File: config.mk
export PLATFORM = sky130hd
export DESIGN_NAME = text_glyph_renderer
export DESIGN_NICKNAME = d
export VERILOG_FILES = /design/src/rtl/text_pkg.sv /design/src/rtl/cursor_blink_timer.sv /design/src/rtl/text_glyph_renderer.sv
export SDC_FILE = /design/constraint.sdc
export NUM_CORES = 1
export LEC_CHECK = 0
export ABC_CLOCK_PERIOD_IN_PS = 1500
export CELL_PAD_IN_SITES_DETAIL_PLACEMENT = 1
export CELL_PAD_IN_SITES_GLOBAL_PLACEMENT = 1
export CORE_MARGIN = 3
export CORE_UTILIZATION = 29
export DETAILED_ROUTE_END_ITERATION = 8
export PLACE_DENSITY_LB_ADDON = 0.12
export SLEW_MARGIN = 10
export SYNTH_ARGS = -nofsm -noshare
export SYNTH_HDL_FRONTEND = slang
export SYNTH_SLANG_ARGS = --single-unit
File: constraint.sdc
create_clock -name clk -period 1.5 [get_ports clk]
set_clock_uncertainty 0.2 [all_clocks]
set_input_delay 0.15 -clock clk [delete_from_list [all_inputs] [get_ports clk]]
set_output_delay 0.15 -clock clk [all_outputs]
set_load 0.02 [all_outputs]
File: src/rtl/text_pkg.sv
// text_pkg: cell geometry and widths shared by the text glyph renderer.
package text_pkg;
   localparam int CELL_W         = 8;
   localparam int CELL_H         = 8;
   localparam int CHAR_BITS      = 7;
   localparam int GLYPH_ROW_BITS = $clog2(CELL_H);
   localparam int CELL_SHIFT     = $clog2(CELL_W);
endpackage

File: src/rtl/cursor_blink_timer.sv
// cursor_blink_timer: counts frame pulses and toggles the blink phase every BLINK_FRAMES pulses.
module cursor_blink_timer #(
   parameter int BLINK_FRAMES = 30
) (
   input  logic clk,
   input  logic rst,
   input  logic frame_start,
   output logic phase
);
   localparam int CW = BLINK_FRAMES > 1 ? $clog2(BLINK_FRAMES) : 1;
   logic [CW-1:0] cnt;
   always_ff @(posedge clk or posedge rst)
      if (rst) begin
         cnt   <= '0;
         phase <= 1'b0;
      end else if (frame_start) begin
         cnt   <= (cnt == CW'(BLINK_FRAMES - 1)) ? '0 : cnt + 1'b1;
         phase <= (cnt == CW'(BLINK_FRAMES - 1)) ? ~phase : phase;
      end
endmodule

File: src/rtl/text_glyph_renderer.sv
// text_glyph_renderer: 3-stage text-mode pixel pipeline (cell lookup, font fetch, bit select).
// Optional blinking inverse-video cursor when TEXT_CURSOR_EN is defined.
module text_glyph_renderer
   import text_pkg::*;
#(
   parameter int COLS         = 80,
   parameter int ROWS         = 30,
   parameter int H_BITS       = 10,
   parameter int V_BITS       = 10,
   parameter int BLINK_FRAMES = 30
) (
   input  logic                          clk,
   input  logic                          rst,
   input  logic [H_BITS-1:0]             hPos,
   input  logic [V_BITS-1:0]             vPos,
   input  logic                          videoActive,
   input  logic                          frameStart,
   input  logic [6:0]                    cursorX,
   input  logic [4:0]                    cursorY,
   output logic [$clog2(COLS*ROWS)-1:0]  textAddr,
   input  logic [CHAR_BITS-1:0]          textChar,
   output logic [CHAR_BITS-1:0]          charCode,
   output logic [GLYPH_ROW_BITS-1:0]     row,
   input  logic [7:0]                    rowData,
   output logic                          pixelOut,
   output logic                          pixelValid
);
   localparam int AW  = $clog2(COLS * ROWS);
   localparam int CXW = H_BITS - CELL_SHIFT;
   localparam int CYW = V_BITS - CELL_SHIFT;
   logic [CXW-1:0] cell_x;
   logic [CYW-1:0] cell_y;
   logic [AW-1:0] cell_addr;
   logic in_range, in_range1, in_range2, active1, active2, invert;
   logic [GLYPH_ROW_BITS-1:0] glyph_row1;
   logic [CELL_SHIFT-1:0] bit1, bit2;
   assign cell_x    = hPos[H_BITS-1:CELL_SHIFT];
   assign cell_y    = vPos[V_BITS-1:CELL_SHIFT];
   assign in_range  = (cell_x < CXW'(COLS)) && (cell_y < CYW'(ROWS));
   assign cell_addr = AW'(cell_y) * AW'(COLS) + AW'(cell_x);
   assign charCode  = textChar;
   always_ff @(posedge clk or posedge rst)
      if (rst) begin
         textAddr   <= '0;
         glyph_row1 <= '0;
         bit1       <= '0;
         active1    <= 1'b0;
         in_range1  <= 1'b0;
         row        <= '0;
         bit2       <= '0;
         active2    <= 1'b0;
         in_range2  <= 1'b0;
         pixelOut   <= 1'b0;
         pixelValid <= 1'b0;
      end else begin
         textAddr   <= in_range ? cell_addr : textAddr;
         glyph_row1 <= vPos[GLYPH_ROW_BITS-1:0];
         bit1       <= hPos[CELL_SHIFT-1:0];
         active1    <= videoActive;
         in_range1  <= in_range;
         row        <= glyph_row1;
         bit2       <= bit1;
         active2    <= active1;
         in_range2  <= in_range1;
         // rowData MSB is the leftmost pixel, so pixel column b selects bit 7-b
         pixelOut   <= in_range2 & active2 & (rowData[~bit2] ^ invert);
         pixelValid <= active2;
      end
`ifdef TEXT_CURSOR_EN
   logic hit, hit1, hit2, blink_phase;
   assign hit    = (cell_x == CXW'(cursorX)) && (cell_y == CYW'(cursorY));
   assign invert = blink_phase & hit2;
   always_ff @(posedge clk or posedge rst)
      if (rst) begin
         hit1 <= 1'b0;
         hit2 <= 1'b0;
      end else begin
         hit1 <= hit;
         hit2 <= hit1;
      end
   cursor_blink_timer #(.BLINK_FRAMES(BLINK_FRAMES)) u_blink (
      .clk         (clk),
      .rst         (rst),
      .frame_start (frameStart),
      .phase       (blink_phase)
   );
`else
   localparam int unused_blink = BLINK_FRAMES;
   logic unused_cursor;
   assign unused_cursor = ^{frameStart, cursorX, cursorY};
   assign invert = 1'b0;
`endif
endmodule

Run 1, routed clock nets over the placement:
Bar = 20 microns.
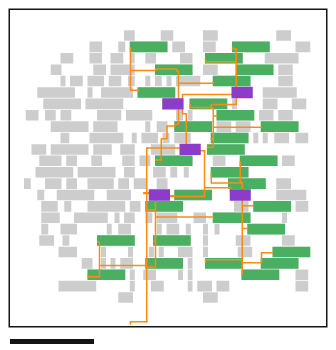
[purple] clock drivers | count: 5
[green] flip-flops | count: 30
[orange] clock wires | length: 374 microns
routed clock nets	6
Clock group: 644 uW
clock share of power: 26.4%

Run 1, clock nets:
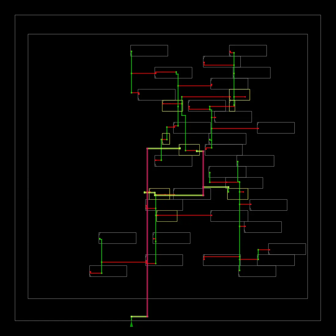
CTS Buf Count: 5
seq_cells: 30
clk sinks: 30

==> results.json, run 1 <==
{
  "status": "complete, but fails checks",
  "violations": "negative setup slack",
  "mux_share_pct": 3.936,
  "warnings": 42,
  "r2r-start": "bit2[0]",
  "top_area_share_pct": 53.67,
  "grt.met3_usage_pct": 3.034,
  "critPathLaunch": "vPos[6]",
  "worstSetupEndpoint": "textAddr[11]",
  "timing.final.ws_setup_ps": -267.5,
  "top_area_cell": "dfrtp_1",
  "comb-cell-share_pct": 34.64,
  "synth-xor-area-share_pct": 5.635,
  "syn_avg_cell_area_sq_um": 11.75,
  "drive_gt1_share_pct": 34.05,
  "p_sw_share_pct": 29.79,
  "setup_viol": 4,
  "period_needed_ps": 1767,
  "worstPathCellList": "buf_8 > ha_4 > ha_4 > fa_2 > a21o_2 > a21oi_2 > xnor2_1 > xnor2_1 > o21ai_1",
  "cp_slowest_cell": "fa_2",
  "nNonClkBuffers": 66,
  "cts_tree": "done",
  "min_period_over_period_pct": 117.8,
  "ant_nets": 0,
  "logic_family": "adder cells",
  "worst_ep_arrival_time_ps": 1720,
  "placed_cell_area_sq_um": 2073,
  "die_w_microns": 75.45,
  "cts_hold_buffers": 0,
  "rr_worst_depth": 3,
  "whs_ps": 22.68,
  "post_drt_wl_per_cell_microns": 14.49,
  "netlist_area_sq_um": 1399,
  "worst_slew_pin_slew_ps": 239.7,
  "vias_per_cell": 4.629,
  "first_iter_violations": 25,
  "synthSimpleGateAreaFrac_pct": 12.88
}
Run 1, cell classes on the final placement:
Bar = 20 microns.
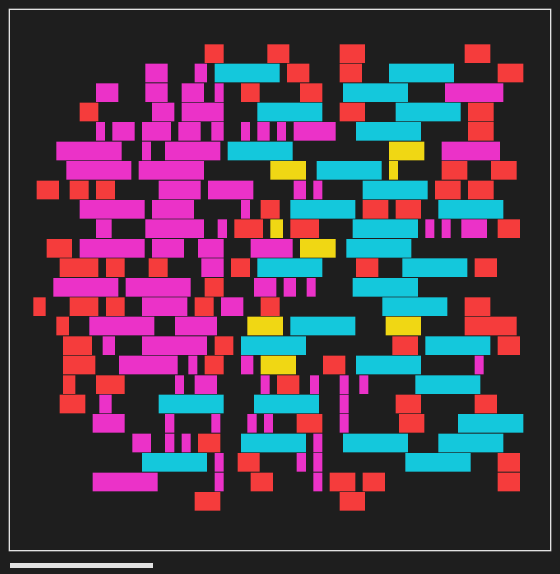
color	class	cells
magenta	combinational and other logic	81
yellow	clock drivers and dummy loads	8
cyan	flops	30
red	other buffers and delay cells	66
final core occ: 51.89%
Seq/total area: 32.12%
post-route cell area: 2337 sq um
CORE AREA: 4504 sq um

Run 1, power grid:
Pins as bars on the die edge. Tap cells in gray.
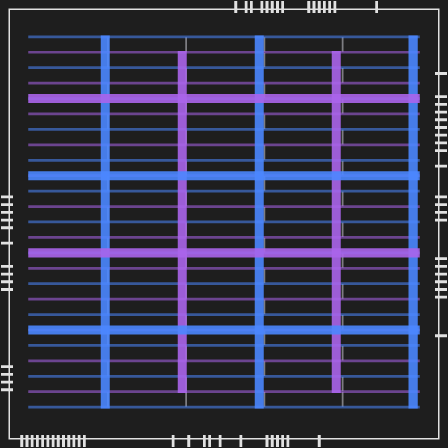
color	net
purple	VDD
blue	VSS
signal pins	75
rows	24
met1 rails	25

-- run 1: what timing repair did --
action                     in CTS  in global routing
setup endpoints to repair      24                  5
buffers inserted                2                  1
cloned                          0                  0
gates resized                  65                 15
pin swaps                      17                 11
-- run 1: through the flow --
| stage | TNS, ps | setup slack [ps] | std cells |
|---|---|---|---|
| detailed placement | -6515 | -1019 | 226 |
| global route | -948.4 | -339.9 | 237 |
| CTS | -629.3 | -300.7 | 236 |
| global placement | -5919 | -951.1 | 226 |
| floorplan | -1038 | -378.0 | 119 |
| finish | -738.8 | -267.5 | 237 |
-- run 1: worst reg2reg max path: stages (launching register included) --
cell and delay (ps):
dfrtp_1 380, mux4_2 520, mux2i_1 140, nor2_1 50
==> run 1 -> run 2 <==
Settings changed: CORE_MARGIN 3 to not set.
Run 2, power grid:
Pins as bars on the die edge. Tap cells in gray.
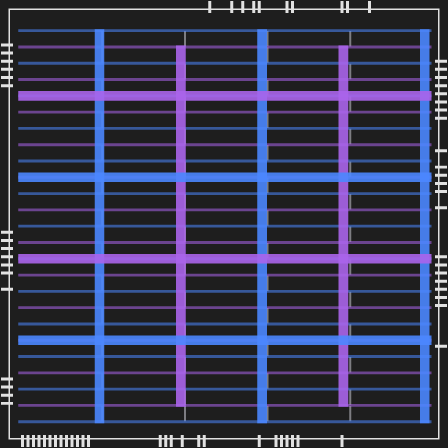
color	net
purple	VDD
blue	VSS
met1 rails	25
tap cells	52
signal pins	75
met4 straps	5
die y size: 71.45 microns
Die X: 71.45 microns
worst vdd ir: 0.3766 mV

==> run 2 against run 1 <==
  * The run still ends with negative setup slack left
  * Register-to-register slack hardly changed
  * Highest routed layer unchanged
  * Via count is 0.46% higher
  * Sequential share of layout area hardly changed
  * Synthesized cell count stayed put
  * Final cell count is 0.84% higher
  * Die size is 10% lower
  * Combinational power is 0.6% lower
  * Sequential power hardly changed
  * Core utilization hardly changed
  * Clock-buffer cell count is 1 lower
==> results.json, run 2 <==
{
  "status": "complete, but fails checks",
  "cts_hold_buffers": 0,
  "rr_worst_depth": 3,
  "whs_ps": 27.44,
  "first_iter_violations": 49,
  "timing.final.ws_setup_ps": -267.2,
  "fin_cells": 239,
  "placed_cell_area_sq_um": 2088,
  "violations": "negative setup slack",
  "setup_viol": 4,
  "cts_resized": 68,
  "period_needed_ps": 1767,
  "worstPathCellList": "buf_8 > ha_4 > ha_4 > fa_2 > a21o_2 > a21oi_2 > xnor2_1 > xnor2_1 > o21ai_1",
  "min_period_over_period_pct": 117.8,
  "cts_setup_buffers": 2,
  "vias_per_cell": 4.611,
  "worstSetupEndpoint": "textAddr[11]",
  "comb-cell-share_pct": 33.58,
  "synth-xor-area-share_pct": 5.635,
  "syn_avg_cell_area_sq_um": 11.75,
  "cts.sinks": 30,
  "seq_cells": 30,
  "top_area_share_pct": 53.67,
  "ant_nets": 0,
  "netlist_area_sq_um": 1399,
  "critPathLaunch": "vPos[4]",
  "numCtsBuffers": 5
}
run 2: cell count changes in the layout (fill, tap and decap cells not counted), sizes merged:
cell,previous run,this run
buf,24,28
clkinv,1,0
clkbuf,8,7
run 2: kinds of logic (layout without fill, tap and decap cells):
group	count (synthesis)	in the layout
xor+xnor	9	9
flops	30	30
buf+inv	11	79
simple gates	38	38
compound gates	14	14
fa+ha+maj	14	14
mux	3	3
run 2: power by group:
part | leakage, uW | switching [uW] | total (uW) | internal [uW]
Clock | 0.0000431 | 256 | 608 | 352
Sequential | 0.000365 | 47.8 | 959 | 911
Combinational | 0.000672 | 407 | 839 | 432
Total | 0.00108 | 710 | 2410 | 1700
run 2: worst register-to-register path: stages, from the launching register on:
cell	delay, ps
dfrtp_1	390
mux4_2	510
mux2i_1	140
nor2_1	50
Power figures rest on the tool's default switching activity, not on a simulated workload.
